Fig. 1: run 1, local utilization
Scale: 6 px per µm. 6 x 6 tiles, from black (low) to pale yellow (high), 0 to 100% covered.
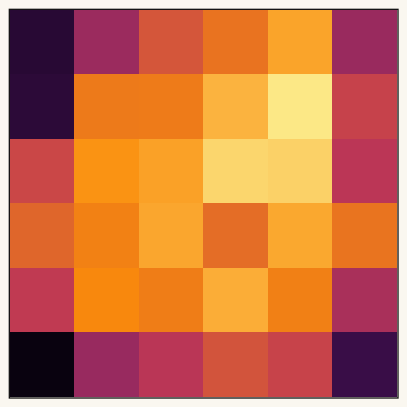
Fig. 2: run 1, metal layers overlaid
Scale: 4 px per µm.
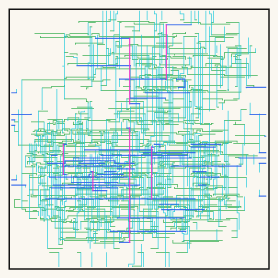
Fig. 3: run 1, clock nets
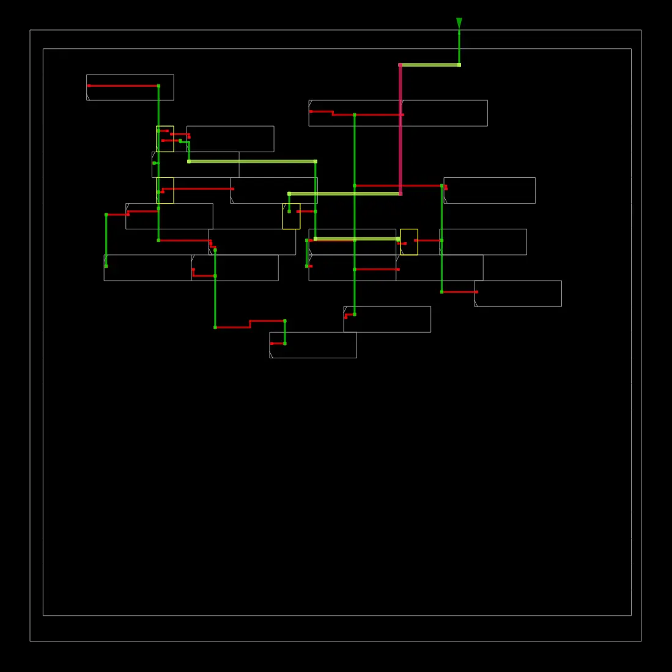
`src/rtl/control_pkg.sv`:
```
// Encodings shared by the control FSM and data_path: y update ops, s step
// codes and the step-value lookup.
package control_pkg;

  typedef enum logic [1:0] {
    Y_HOLD = 2'b00,
    Y_INC  = 2'b01,
    Y_DEC  = 2'b10,
    Y_ROL  = 2'b11
  } y_sel_e;

  typedef enum logic [1:0] {
    STEP_0 = 2'b00,
    STEP_2 = 2'b01,
    STEP_4 = 2'b10,
    STEP_6 = 2'b11
  } step_e;

  localparam int unsigned STEP_W = 3;

  localparam logic [STEP_W-1:0] STEP_0_VAL = 3'd0;
  localparam logic [STEP_W-1:0] STEP_2_VAL = 3'd2;
  localparam logic [STEP_W-1:0] STEP_4_VAL = 3'd4;
  localparam logic [STEP_W-1:0] STEP_6_VAL = 3'd6;

  function automatic logic [STEP_W-1:0] step_value(input step_e st);
    logic [STEP_W-1:0] v;
    v = STEP_0_VAL;
    case (st)
      STEP_0:  v = STEP_0_VAL;
      STEP_2:  v = STEP_2_VAL;
      STEP_4:  v = STEP_4_VAL;
      STEP_6:  v = STEP_6_VAL;
      default: v = STEP_0_VAL;
    endcase
    return v;
  endfunction

endpackage

```
`src/rtl/data_path_s_accum.sv`:
```
// s_accum: SW-wide step accumulator with clear priority and sticky ovf.
// Wraps modulo 2**SW by default; DATA_PATH_SAT_EN makes it saturate instead.
module s_accum #(
  parameter int unsigned SW = 6
) (
  input  logic          clk,
  input  logic          rst,
  input  logic [1:0]    step,
  input  logic          en,
  input  logic          add,
  input  logic          clr,
  output logic [SW-1:0] s,
  output logic [SW-1:0] s_next,
  output logic          ovf
);
  import control_pkg::*;

  logic [SW:0] step_ext;
  logic [SW:0] sum;
  logic [SW:0] diff;
  logic        wrap_evt;
  logic        ovf_next;

  assign step_ext = (SW+1)'(step_value(step_e'(step)));
  assign sum      = {1'b0, s} + step_ext;
  assign diff     = {1'b0, s} - step_ext;

  always_comb begin
    s_next   = s;
    ovf_next = ovf;
    wrap_evt = 1'b0;
    if (clr) begin
      s_next   = '0;
      ovf_next = 1'b0;
    end else if (en) begin
      // Extra MSB holds add carry-out / subtract borrow; step 0 can produce neither.
      s_next   = add ? sum[SW-1:0] : diff[SW-1:0];
      wrap_evt = add ? sum[SW] : diff[SW];
      if (wrap_evt) begin
        ovf_next = 1'b1;
`ifdef DATA_PATH_SAT_EN
        s_next   = add ? '1 : '0;
`endif
      end
    end
  end

  always_ff @(posedge clk or negedge rst) begin
    if (!rst) begin
      s   <= '0;
      ovf <= 1'b0;
    end else begin
      s   <= s_next;
      ovf <= ovf_next;
    end
  end

endmodule

```
`src/rtl/data_path.sv`:
```
// data_path: y register, s accumulator and registered status flags driven by
// the control FSM strobes. Build with DATA_PATH_SAT_EN for saturating s.
module data_path #(
  parameter int unsigned W       = 8,
  parameter int unsigned SW      = 6,
  parameter int unsigned S_LIMIT = 48
) (
  input  logic          clk,
  input  logic          rst,
  input  logic [W-1:0]  x,
  input  logic          active,
  input  logic [1:0]    y_select_next,
  input  logic [1:0]    s_step,
  input  logic          y_en,
  input  logic          s_en,
  input  logic          y_store_x,
  input  logic          s_add,
  input  logic          s_zero,
  output logic [W-1:0]  y,
  output logic [SW-1:0] s,
  output logic          s_is_zero,
  output logic          s_ge_limit,
  output logic          y_eq_x,
  output logic          ovf
);
  import control_pkg::*;

  localparam logic [SW-1:0] LIMIT = SW'(S_LIMIT);

  logic          y_en_eff;
  logic          s_en_eff;
  logic          s_zero_eff;
  logic [W-1:0]  y_next;
  logic [SW-1:0] s_next;

  assign y_en_eff   = y_en & active;
  assign s_en_eff   = s_en & active;
  assign s_zero_eff = s_zero & active;

  always_comb begin
    y_next = y;
    if (y_en_eff) begin
      if (y_store_x) begin
        y_next = x;
      end else begin
        case (y_sel_e'(y_select_next))
          Y_HOLD:  y_next = y;
          Y_INC:   y_next = y + 1'b1;
          Y_DEC:   y_next = y - 1'b1;
          Y_ROL:   y_next = {y[W-2:0], y[W-1]};
          default: y_next = y;
        endcase
      end
    end
  end

  always_ff @(posedge clk or negedge rst) begin
    if (!rst) begin
      y <= '0;
    end else begin
      y <= y_next;
    end
  end

  s_accum #(
    .SW(SW)
  ) u_s_accum (
    .clk    (clk),
    .rst    (rst),
    .step   (s_step),
    .en     (s_en_eff),
    .add    (s_add),
    .clr    (s_zero_eff),
    .s      (s),
    .s_next (s_next),
    .ovf    (ovf)
  );

  // Flags are built from next-state values so they line up with the new y/s.
  always_ff @(posedge clk or negedge rst) begin
    if (!rst) begin
      s_is_zero  <= 1'b1;
      s_ge_limit <= 1'b0;
      y_eq_x     <= 1'b0;
    end else begin
      s_is_zero  <= (s_next == '0);
      s_ge_limit <= (s_next >= LIMIT);
      y_eq_x     <= (y_next == x);
    end
  end

endmodule

```
`config.mk`:
```
export PLATFORM = sky130hd
export DESIGN_NAME = data_path
export DESIGN_NICKNAME = d
export VERILOG_FILES = /design/src/rtl/control_pkg.sv /design/src/rtl/data_path_s_accum.sv /design/src/rtl/data_path.sv
export SDC_FILE = /design/constraint.sdc
export NUM_CORES = 1
export LEC_CHECK = 0
export CAP_MARGIN = 30
export CORE_UTILIZATION = 49
export CTS_BUF_LIST = sky130_fd_sc_hd__clkbuf_2
export DETAILED_ROUTE_END_ITERATION = 10
export GPL_TIMING_DRIVEN = 0
export PLACE_DENSITY = 0.84
export SETUP_SLACK_MARGIN = 0.1
export SLEW_MARGIN = 20
export SYNTH_ARGS = -nofsm -noshare
export SYNTH_HDL_FRONTEND = slang
export SYNTH_HIERARCHICAL = 1
export SYNTH_SLANG_ARGS = --single-unit
```
`constraint.sdc`:
```
create_clock -name clk -period 2.52 [get_ports clk]
set_input_delay 0.504 -clock clk [delete_from_list [all_inputs] [get_ports clk]]
set_output_delay 0.504 -clock clk [all_outputs]
set_load 0.02 [all_outputs]
```
==> Slide: Implementation Results, run 1 <==
Physical Implementation Snapshot

Status
  • Outcome: finished, final reports clean

Critical path
  • Reg2reg setup slack: 60 ps
  • Worst Reg-to-Reg Cells: 10
  • CP Cell Sequence: clkdlybuf4s50_1 -> buf_2 -> clkinvlp_4 -> a21oi_2 -> o21ai_0 -> nor4_1 -> o221ai_1 -> nor4_1
  • CP bufs+invs: 3
  • Crit Reg-Reg Endpoint: y_eq_x
  • Critical Path Fanout Max: 10
  • Crit Path Category: in2reg
  • CP Launch Point: y_store_x
  • Crit path DAT: 2690 ps
  • Worst setup path end: y_eq_x
  • CP most frequent cell: nor4_1
  • CP endpoint kind: register
  • WP depth: 8
  • Crit path max-delay family: buffers and inverters
  • Crit path max-delay cell type: clkdlybuf4s50_1
  • Critical R2R Launch: y[1]

Cells and area
  • Layout cell share with drive strength beyond 1: 18.5%
  • Area grow syn2layout: 34.1%
  • Inserted Diodes: 0
  • Layout Nets: 318
  • Fill cell count: 294

Yosys
  • Synth warnings: 6
  • Floorplan Nets: 269
  • Synth flops: 18
  • Synthesized cell area: 1920 µm²
  • Yosys simple share: 21.6%
  • Dominant flop cell: dfrtp_1
  • Ys async rst share: 100%
  • Top non-seq family: AND-OR/OR-AND gates
  • Number of enable flip-flop cells: 0
  • Mapped Cells: 238
  • XOR Share, Synth: 4.57%
  • Yosys cell types: 56
  • Mux frac, synth: 5.87%
  • Chip Area, Yosys: 1920 µm²
  • Compound-cell area share of the yosys netlist: 27.6%
  • Syn Area/Cell: 8.05 µm²
  • Cell count in the Yosys report: 238

Min path
  • Hold Crit Class: reg2reg
  • Hold Path Cell Cnt: 1
  • Hold wc startpoint: u_s_accum/ovf
  • Worst Hold Endpoint: u_s_accum/ovf

Die
  • Die area: 4170 µm²
  • Boundary Pins: 38
  • Die Span X: 64.5 µm
  • Rows: 22
  • Die height: 64.5 µm

Placed design
  • # port buffers: 36
  • GP Congestion: 0.964
  • Post-DP HPWL: 4010 µm

Global route
  • Pin count of the biggest net entering global routing: 19
  • Vias in the first global route: 1844
  • Grt ovf: 0
  • First-pass GRT wire length: 9010 µm

Power and ir drop
  • Seq. pwr: 0.425 mW
  • Comb pwr: 0.904 mW
  • Net Sw Frac: 44.3%
  • Combinational share of power: 62.0%
  • NetSw: 0.645 mW
  • Clock share of power: 8.9%
  • Max VDD drop: 0.000335 V
  • Top power group: combinational cells
  • Clk power: 0.129 mW
  • Reg power frac: 29.2%
  • PwrDens: 567 nW/µm²
  • Reported leakage power: 1.04 nW
  • Int Power: 0.813 mW

Timing
  • Period utilisation layout: 98.5%
  • Fmax: 403 MHz
  • Relative slew slack: 45.4%
  • Post-route clock skew: 3.07 ps
  • Clock period minus worst slack: 2480 ps
  • Max Slew Vio Count: 0
  • RSZ-0062 raised after global routing: yes
  • Final hold violation count: 0
  • Worst slew pin tran: 816 ps

Clock tree
  • # H-tree levels: 1
  • Setup Fix Bufs, Post-CTS: 7
  • CTS sink cnt: 18
  • Clock Tree Buf Depth: 2
  • Reg clk slew, reported paths: 160 ps
  • Root buffer cell: clkbuf_2
  • Num CTS Buffers: 3

Route
  • Initial DRC count: 165
  • Post-DRT Antenna Nets: 0
  • Drt pass-1 iters: 4
  • Vias/cell: 6.07
  • DRC viols: 0
  • Final WL: 5490 µm

Flow run
  • OpenROAD warnings: 34
  • Max-cap violations: 0
Back to the opening pictures, Fig. 1:
mean over tiles	60%
emptiest ninth of the die	upper left
fullest tile	95%
densest ninth of the die	centre
tiles over 75% full	28%
area of the core: 3720 µm²
final core occ: 69.2%
FP Util: 51.6%

Back to the opening pictures, Fig. 2:
colour	layer	wire length
blue	M3	439 µm
green	M1	2420 µm
cyan	M2	2560 µm
magenta	M4	83.6 µm
Total GRT Usage: 27.7%
mean routed wirelength per cell: 16.4 µm
vias post-DR: 2027

Back to the opening pictures, Fig. 3:
clkbuf count: 4
clk_lat worst skew: 300 ps

==> run 1: worst register-to-register path: stages (launching register included) <==
cell	delay [ps]
dfrtp_1	420
clkbuf_8	140
xor2_2	160
ha_2	210
nor2b_4	130
o32a_1	170
o32a_1	220
a21o_1	170
a221o_2	350
mux2i_1	120
nor4_1	280
==> run 1: cell type report <==
| type | instances | area (µm²) | share of cell area (%) |
|---|---|---|---|
| multi-input combinational | 180 | 1400 | 54.3 |
| sequential | 18 | 453 | 17.6 |
| timing repair buffer | 44 | 435 | 16.9 |
| buffer | 21 | 120 | 4.67 |
| inverter | 19 | 87.6 | 3.41 |
| tap | 48 | 60.1 | 2.34 |
| clock buffer | 4 | 20.0 | 0.779 |
==> run 1: stage by stage <==
step | setup slack (ps) | cells | cell area [µm²] | power [mW] | hold slack [ps]
finish | 38.0 | 334 | 2570 | 1.46 | 557
global route | -80.4 | 334 | 2570 | 1.55 | 586
CTS | 53.2 | 333 | 2510 | 1.41 | 564
detailed placement | -1010 | 322 | 2380 | 1.22 | 529
global placement | -975 | 322 | 2380 | 1.20 | 523
floorplan | 40.1 | 238 | 1960 | 0.931 | 208
==> run 1: placed cells by master, fill, tap and decap left out, types with 3 or more instances in the layout <==
master,n
nor2_1,15
o211ai_1,5
nand4_1,4
mux2i_1,9
o22a_1,3
xor2_1,7
and2_1,5
inv_1,15
nor4_1,5
a21oi_1,16
o2111ai_1,6
dfrtp_1,16
clkbuf_1,10
nand2b_1,3
ha_4,3
a31oi_1,3
clkbuf_2,9
o22ai_1,3
ha_1,5
o21ai_0,8
nor3_1,3
buf_4,7
clkdlybuf4s50_1,31
nand3_1,5
nor3b_1,4
and3_1,3
nand2_1,14
buf_6,5
a211oi_1,4
==> run 1: sequential cells by signal, summed over array words and instances (netlist names) <==
signal / flops
u_s_accum/ovf: 1
y: 8
s_ge_limit: 1
s_is_zero: 1
y_eq_x: 1
u_s_accum/s: 6
==> run 1: per-layer routing <==
| metal | GRT usage [%] | vias to the layer above | share of wire (%) |
|---|---|---|---|
| met5 | 0 | - | 0 |
| met4 | 5.83 | 0 | 1.5 |
| met3 | 4.05 | 13 | 8.0 |
| met2 | 43.8 | 91 | 47 |
| met1 | 39.9 | 950 | 44 |
| li1 | - | 973 | - |
==> run 1: synth_stat cells, drive strengths merged, types with 2 or more instances <==
cell type	instances	area share [%]
nor3b	5	2.2
fa	2	2.1
o32a	2	1.0
and2	5	1.6
a22oi	2	0.78
o211ai	5	2.0
dfrtp	17	22
xor2	8	3.7
or4	2	0.78
a221o	2	1.1
clkbuf	16	3.1
nand4	4	1.3
a21oi	17	4.4
nor2b	3	0.98
buf	5	2.0
o2111ai	6	2.7
xnor2	2	0.91
nand2b	3	0.98
nand3	5	1.3
o22ai	3	0.98
ha	9	5.9
o21ai	11	2.9
mux2i	9	4.7
nor3	4	1.0
o22a	3	1.4
a221oi	2	0.91
nor4	5	1.6
inv	18	3.5
nand2	14	2.7
o21a	2	0.78
or3	2	0.65
nor2	16	3.1
and3	3	0.98
a31oi	3	0.98
a211oi	4	1.6
mux2	2	1.2
nor4b	2	0.91
Fig. 4: run 1, cell classes on the final placement
Scale: 4 px per µm.
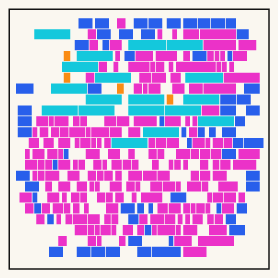

==> inputs of run 2 (changes only) <==
--- a/config.mk
+++ b/config.mk
@@ -10,7 +10,8 @@
 export CTS_BUF_LIST = sky130_fd_sc_hd__clkbuf_2
 export DETAILED_ROUTE_END_ITERATION = 10
 export GPL_TIMING_DRIVEN = 0
-export PLACE_DENSITY = 0.84
+export MAX_ROUTING_LAYER = met4
+export PLACE_DENSITY = 0.79
 export SETUP_SLACK_MARGIN = 0.1
 export SLEW_MARGIN = 20
 export SYNTH_ARGS = -nofsm -noshare
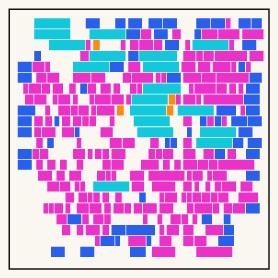
Fig. 5. Cell classes on the final placement (run 2).
Scale: 4 px per µm.
colour	class	cells	share of their area
cyan	registers	18	18%
orange	clock drivers and dummy loads	4	0.81%
blue	remaining buffers and delay cells	63	22%
magenta	remaining logic cells	199	59%
flop share of the area: 17.8%
final core occ: 68.5%
Final Cell Area: 2540 µm²

==> run 2 against run 1 <==
  * Global-route usage grew 1.7 points
  * Flip-flop count did not move
  * Die area stayed put
  * Sequential share of layout area increased by 0.18 points
  * Synthesized cell count did not move
==> Slide: Implementation Results, run 2 <==
Physical Implementation Snapshot

Die
  • Rows: 22 (unchanged)
  • Die area: 4170 µm² (unchanged)
  • Boundary Pins: 38 (unchanged)
  • Area of the core: 3720 µm² (unchanged)
  • Die height: 64.5 µm (unchanged)
  • Die Span X: 64.5 µm (unchanged)
  • FP Util: 51.6% (unchanged)

Yosys
  • Synth top cell by count: inv_1
  • Synth flops: 18 (unchanged)
  • Number of enable flip-flop cells: 0 (unchanged)
  • Synthesized cell area: 1920 µm² (unchanged)
  • Synth area leader: dfrtp_1
  • Top cells by count, synth: 18 x inv_1, 17 x a21oi_1, 17 x dfrtp_1, 16 x clkbuf_1, 16 x nor2_1
  • Synth warnings: 6 (unchanged)
  • Syn Area/Cell: 8.05 µm² (unchanged)
  • Seq share, synth: 23.6%
  • Chip Area, Yosys: 1920 µm² (unchanged)
  • Top area contributor share: 22.2% (unchanged)
  • Dominant flop cell: dfrtp_1
  • Mapped Cells: 238 (unchanged)
  • Ys async rst share: 100% (unchanged)
  • Cell count in the Yosys report: 238 (unchanged)
  • Synth area leaders: dfrtp_1 22%, ha_1 5.9%, mux2i_1 4.7%
  • Floorplan Nets: 269 (unchanged)
  • Yosys cell types: 56 (unchanged)

Global route
  • Total GRT Usage: 29.4% (+1.7 points)
  • Grt ovf: 0 (unchanged)
  • Vias in the first global route: 1865 (+1.1%)
  • Initial antenna violation count: 0
  • Pin count of the biggest net entering global routing: 19 (unchanged)
  • First-pass GRT wire length: 9190 µm (+2.0%)

Timing
  • Post-route clock skew: 1.29 ps (-1.78 ps)
  • Count of final setup violators: 0
  • Max Slew Vio Count: 0 (unchanged)
  • Fmax: 406 MHz (+0.70%)
  • Relative slew slack: 46.4% (+0.98 points)
  • Fin Hold WS: 575 ps (+17.4 ps)
  • Clock period minus worst slack: 2460 ps (-17.2 ps)
  • Period utilisation layout: 97.8% (-0.68 points)
  • Final hold violation count: 0 (unchanged)
  • Worst slew pin tran: 801 ps (-14.7 ps)
  • RSZ-0062 raised after global routing: yes

Placed design
  • # port buffers: 36 (unchanged)
  • Placed cell area: 2380 µm² (unchanged)
  • Post-DP HPWL: 4010 µm (-0.10%)
  • GP Congestion: 0.947 (-1.8%)
  • Placed Instances: 322 (unchanged)

Critical path
  • Crit start category: input pin
  • Critical Path Fanout Max: 5 (-5)
  • Crit path DAT: 2680 ps (about the same)
  • CP Cell Sequence: buf_12 -> inv_12 -> ha_4 -> buf_6 -> xor2_2 -> ha_4 -> nor2b_4 -> o32a_1 -> o32a_1 -> a21o_1 -> a221o_2 -> mux2i_1 -> nor4_2
  • Crit path max-delay cell type: a221o_2
  • Max stage delay on crit path: 340 ps
  • Worst endpoint required time: 2740 ps
  • CP bufs+invs: 3 (unchanged)
  • Crit Path Category: in2reg
  • CP endpoint kind: register
  • Crit path max-delay family: AND-OR/OR-AND gates

Flow run
  • OpenROAD warnings: 34 (unchanged)
  • Max-cap violations: 0 (unchanged)

Cells and area
  • Finished Layout Cells: 332 (-0.60%)
  • Reg with most FFs: y
  • Fill cell count: 320 (+8.8%)
  • Most common logic cells in the final layout: 31 x clkdlybuf4s50_1, 16 x inv_1, 16 x a21oi_1, 16 x nor2_1, 16 x dfrtp_1
  • Largest register FFs: 8 (unchanged)
  • Inserted Diodes: 0 (unchanged)
  • Most used logic cell in the final layout: clkdlybuf4s50_1
  • Largest registers: y: 8 flops, u_s_accum/s: 6 flops
  • Layout Nets: 316 (-0.63%)
  • Area grow syn2layout: 32.8%
  • Layout cell share with drive strength beyond 1: 18.3% (-0.22 points)

Route
  • Drt pass-1 iters: 5 (+1)
  • Final WL: 5560 µm (+1.2%)
  • DRC viols: 0 (unchanged)
  • Vias/cell: 6.19 (+2.0%)
  • Mean routed wirelength per cell: 16.7 µm (+1.8%)
  • Initial DRC count: 285 (+73%)
  • Vias post-DR: 2056 (+1.4%)
  • Post-DRT Antenna Nets: 0 (unchanged)

Clock tree
  • Clock Tree Buf Depth: 2 (unchanged)
  • CTS tree: yes
  • Root buffer cell: clkbuf_2
  • CTS sink cnt: 18 (unchanged)
  • Reg clk slew, reported paths: 170 ps (about the same)
  • # H-tree levels: 1 (unchanged)
  • Hold Buf Count CTS: 0
  • Clk_lat worst skew: 300 ps (about the same)
  • Num CTS Buffers: 3 (unchanged)

Power and ir drop
  • Reported leakage power: 1.05 nW (+0.50%)
  • PwrDens: 563 nW/µm² (-0.75%)
  • Max VDD drop: 0.000260 V (-22%)
  • Total power: 1.43 mW (-1.8%)

Min path
  • Hold Crit Class: reg2reg

Status
  • Outcome: finished, final reports clean
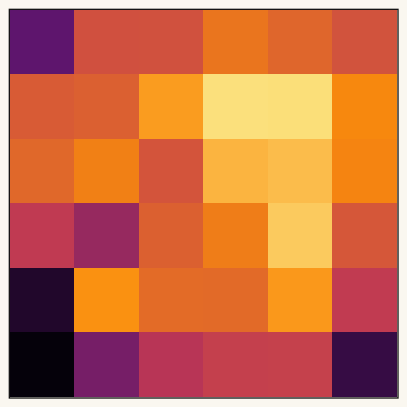
Fig. 6. Local utilization (run 2).
Scale: 6 px per µm. 6 x 6 tiles, from black (low) to pale yellow (high), 0 to 100% covered.
mean over tiles	60%
nearly empty tiles	2.8%
tiles over 75% full	22%
fullest tile	93%

[run 2: where the power goes]
part | switching [mW] | leakage, nW | total [mW] | internal [mW]
logic | 0.469 | 0.812 | 0.871 | 0.402
registers | 0.0796 | 0.221 | 0.430 | 0.351
clock network | 0.0893 | 0.0166 | 0.131 | 0.0420
total | 0.638 | 1.05 | 1.43 | 0.795
[run 2: cells by family after synthesis]
logic type                 share of synthesized area (%)
AOI/OAI and AO/OA                                   27.6
and+or+nand+nor                                     21.6
muxes                                               5.87
xor gates and xnor gates                            4.57
buffers and inverters                               8.81
DFF                                                 23.6
adders and majority gates                           7.96
[run 2: repair_timing]
item                                   4_1_cts  5_1_grt
buffers inserted                             7        0
setup endpoints to repair                    8        3
pin swaps                                   12        7
gates resized                               35       17
endpoints found under the hold margin        0        0
[run 2: through the flow]
stage	setup slack, ps	setup TNS (ps)
detailed placement	-1070	-4880
global route	-32.4	-32.4
finish	55.2	0
CTS	11.2	0
global placement	-1030	-4730
floorplan	40.1	0
[run 2: final cells by class]
class	instances	area [µm²]	share of cell area [%]
Clock buffer	4	20.0	0.787
Inverter	19	85.1	3.34
Multi-Input combinational cell	180	1380	54.3
Buffer	20	120	4.72
Sequential cell	18	453	17.8
Tap cell	48	60.1	2.36
Timing Repair Buffer	43	424	16.7
[run 2: metal layers]
metal	GRT usage (%)	share of wire, %
met1	39.8	44
met2	45.5	46
met3	4.23	8.3
met4	9.17	1.7
met5	-	0
[run 2: worst paths after layout]
check                                 start             end  slack [ps]  depth (start not counted)
max                        y_select_next[0]          y_eq_x          60                         13
min                           u_s_accum/ovf   u_s_accum/ovf         570                          1
max reg2reg                            y[0]          y_eq_x          90                          8
min reg2reg                   u_s_accum/ovf   u_s_accum/ovf         570                          1
max in group asynchronous               rst  u_s_accum/s[2]        1340                          1
min in group asynchronous               rst  u_s_accum/s[1]         640                          1
Fig. 7: run 2, clock nets
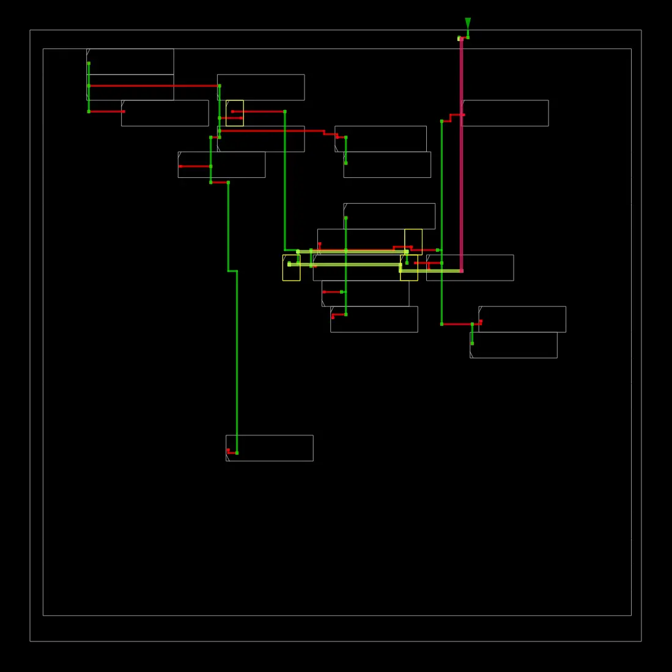

==> inputs of run 3 (changes only) <==
--- a/config.mk
+++ b/config.mk
@@ -5,15 +5,15 @@
 export SDC_FILE = /design/constraint.sdc
 export NUM_CORES = 1
 export LEC_CHECK = 0
-export CAP_MARGIN = 30
+export CAP_MARGIN = 25
 export CORE_UTILIZATION = 49
 export CTS_BUF_LIST = sky130_fd_sc_hd__clkbuf_2
 export DETAILED_ROUTE_END_ITERATION = 10
+export GPL_ROUTABILITY_DRIVEN = 0
 export GPL_TIMING_DRIVEN = 0
 export MAX_ROUTING_LAYER = met4
 export PLACE_DENSITY = 0.79
 export SETUP_SLACK_MARGIN = 0.1
-export SLEW_MARGIN = 20
 export SYNTH_ARGS = -nofsm -noshare
 export SYNTH_HDL_FRONTEND = slang
 export SYNTH_HIERARCHICAL = 1
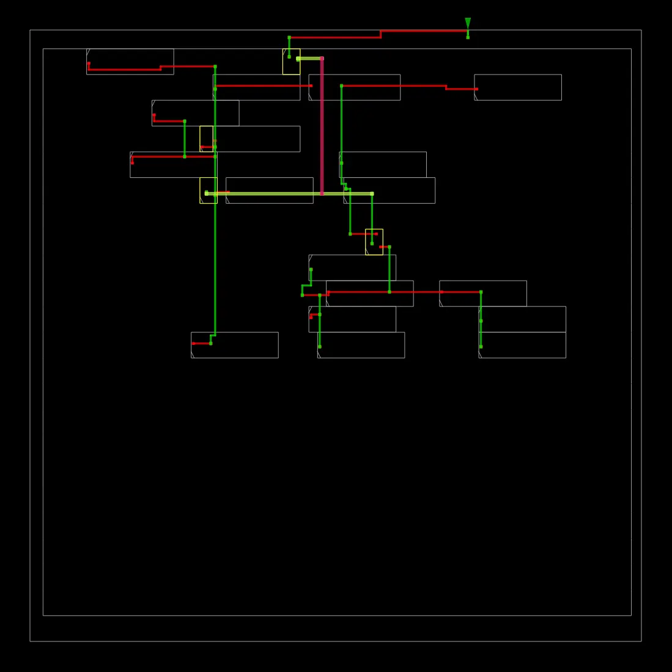
Fig. 8. Clock nets (run 3).
post-route clock skew: 1.24 ps
Clk power: 0.125 mW
clkbuf count: 3

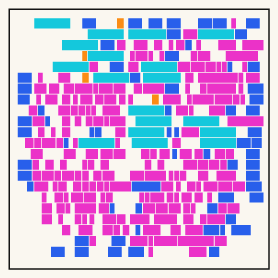
Fig. 9. Cell classes on the final placement (run 3).
Scale: 4 px per µm.
colour	class	cells	share of their area
blue	remaining buffers and delay cells	65	22%
magenta	remaining logic cells	199	59%
orange	clock drivers and dummy loads	4	0.75%
cyan	registers	18	18%
Final Cell Area: 2570 µm²
final core occ: 69.3%
Rows: 22

==> run 3 against run 2 <==
  * The flow now finishes with violations (negative setup slack)
  * Critical endpoint unchanged
  * Largest cell class unchanged
  * Clock power down 5%
  * Die area unchanged
  * Maximum frequency down 4.6%
==> Slide: Implementation Results, run 3 <==
Physical Implementation Snapshot

Placed design
  • # port buffers: 36 (unchanged)
  • Setup WS pre-CTS: -1090 ps (-23.4 ps)

Yosys
  • Ys async rst share: 100% (unchanged)
  • Dominant flop cell: dfrtp_1
  • Synth warnings: 6 (unchanged)
  • Chip Area, Yosys: 1920 µm² (unchanged)
  • Mapped Cells: 238 (unchanged)
  • Top area contributor share: 22.2% (unchanged)
  • Syn Area/Cell: 8.05 µm² (unchanged)
  • Synth area leaders: dfrtp_1 22%, ha_1 5.9%, mux2i_1 4.7%
  • Synth flops: 18 (unchanged)
  • Synth area leader: dfrtp_1
  • Floorplan Nets: 269 (unchanged)
  • Seq share, synth: 23.6% (unchanged)

Critical path
  • CP bufs+invs: 3 (unchanged)
  • Crit path DAT: 2810 ps (+130 ps)
  • Critical R2R Launch: y[1]
  • Crit Path Category: in2reg
  • Crit path max-delay cell type: nor4_2
  • Critical Path Fanout Max: 5 (unchanged)
  • Worst endpoint required time: 2740 ps (about the same)
  • Reg2reg setup slack: -40 ps (-130 ps)
  • Crit start category: input pin
  • Max stage delay on crit path: 330 ps (about the same)

Min path
  • Worst Hold Endpoint: u_s_accum/ovf
  • Hold wc startpoint: u_s_accum/ovf
  • Hold Crit Class: reg2reg
  • Hold Path Cell Cnt: 1 (unchanged)

Route
  • Vias post-DR: 2054 (-0.097%)
  • DRC viols: 0 (unchanged)
  • Mean routed wirelength per cell: 16.5 µm (-1.3%)
  • Drt pass-1 iters: 5 (unchanged)
  • Final WL: 5520 µm (-0.74%)

Die
  • Boundary Pins: 38 (unchanged)
  • Die Span X: 64.5 µm (unchanged)
  • FP Util: 51.6% (unchanged)
  • Area of the core: 3720 µm² (unchanged)

Clock tree
  • CTS sink cnt: 18 (unchanged)
  • Root buffer cell: clkbuf_2
  • Clk_lat worst skew: 310 ps (about the same)
  • Hold Buf Count CTS: 0 (unchanged)
  • # H-tree levels: 1 (unchanged)
  • Reg clk slew, reported paths: 170 ps (about the same)

Timing
  • Count of final setup violators: 1 (+1)
  • Worst slew pin tran: 792 ps (-9.15 ps)
  • Relative slew slack: 47.0% (+0.61 points)
  • Max Slew Vio Count: 0 (unchanged)
  • Fin Setup TNS: -64.8 ps (-64.8 ps)
  • Final WS setup: -64.8 ps (-120 ps)
  • Period utilisation layout: 103% (+4.8 points)

Power and ir drop
  • PwrDens: 562 nW/µm² (-0.15%)
  • Reported leakage power: 1.04 nW (-0.68%)
  • Total power: 1.45 mW (+1.0%)

Cells and area
  • Most used logic cell in the final layout: clkdlybuf4s50_1
  • Largest registers: y: 8 flops, u_s_accum/s: 6 flops
  • Reg with most FFs: y
  • Largest register FFs: 8 (unchanged)
  • Inserted Diodes: 0 (unchanged)
  • Area grow syn2layout: 34.3%

Status
  • Outcome: finished with violations
  • Failing checks: negative setup slack

Global route
  • Total GRT Usage: 27.6% (-1.8 points)
  • GR peak layer: met1
  • Grt ovf: 0 (unchanged)
  • Vias in the first global route: 1776 (-4.8%)
  • Initial antenna violation count: 0 (unchanged)
  • Pin count of the biggest net entering global routing: 19 (unchanged)
  • Grt met2 use: 40.5% (-5.0 points)
  • First-pass GRT wire length: 8770 µm (-4.6%)
  • Met3 Use GR: 3.52% (-0.70 points)

Flow run
  • OpenROAD warnings: 34 (unchanged)
## run 3: cell counts after synthesis
Identical to the previous run, type by type.
## run 3: cell families (layout without fill, tap and decap cells)
logic type / count (synthesis) / count (layout) / synth area share (%)
muxes: 11 / 11 / 5.87
buffers and inverters: 40 / 88 / 8.81
and+or+nand+nor: 76 / 76 / 21.6
AOI/OAI and AO/OA: 72 / 72 / 27.6
adders and majority gates: 11 / 11 / 7.96
DFF: 18 / 18 / 23.6
xor gates and xnor gates: 10 / 10 / 4.57
## run 3: timing repair
action	in CTS	in global routing
setup buffers	5	4
resized	33	21
endpoints found under the setup margin	8	4
pin swaps	9	16
## run 3: cell type report
cell class | count | area (µm²)
Clock buffer | 3 | 15.0
Buffer | 21 | 120
Sequential cell | 18 | 453
Timing Repair Buffer | 44 | 432
Multi-Input combinational cell | 180 | 1410
Inverter | 19 | 85.1
Fill cell | 318 | 1140
Clock inverter | 1 | 3.75
Tap cell | 48 | 60.1
## run 3: worst max path at each step
| stage | startpoint | end | slack (ps) |
|---|---|---|---|
| 3_5_place_dp | y_select_next[0] | y_eq_x | -1090 |
| 4_1_cts | y[1] | y_eq_x | 30 |
| 3_3_place_gp | y_select_next[0] | y_eq_x | -1020 |
| 5_1_grt | y[1] | y_eq_x | -140 |
| 6_report | y_select_next[0] | y_eq_x | -60 |
| 2_1_floorplan | y_select_next[0] | y_eq_x | 40 |
## run 3: metrics by stage
step / hold WS, ps / instances
final: 581 / 334
after global routing: 589 / 334
after CTS: 569 / 331
after detailed placement: 538 / 322
after global placement: 534 / 322
after floorplan: 208 / 238
## run 3: routing by layer
metal | vias to the layer above | routed length (µm)
met5 | - | 0
met4 | 0 | 157
met3 | 20 | 444
met2 | 115 | 2460
met1 | 942 | 2460
li1 | 977 | -
## run 3: power by group
group,switching [mW],internal (mW),total [mW]
Combinational,0.483,0.413,0.896
Sequential,0.0749,0.351,0.426
Clock,0.0909,0.0345,0.125
Total,0.649,0.798,1.45
Power figures rest on the tool's default switching activity, not on a simulated workload.
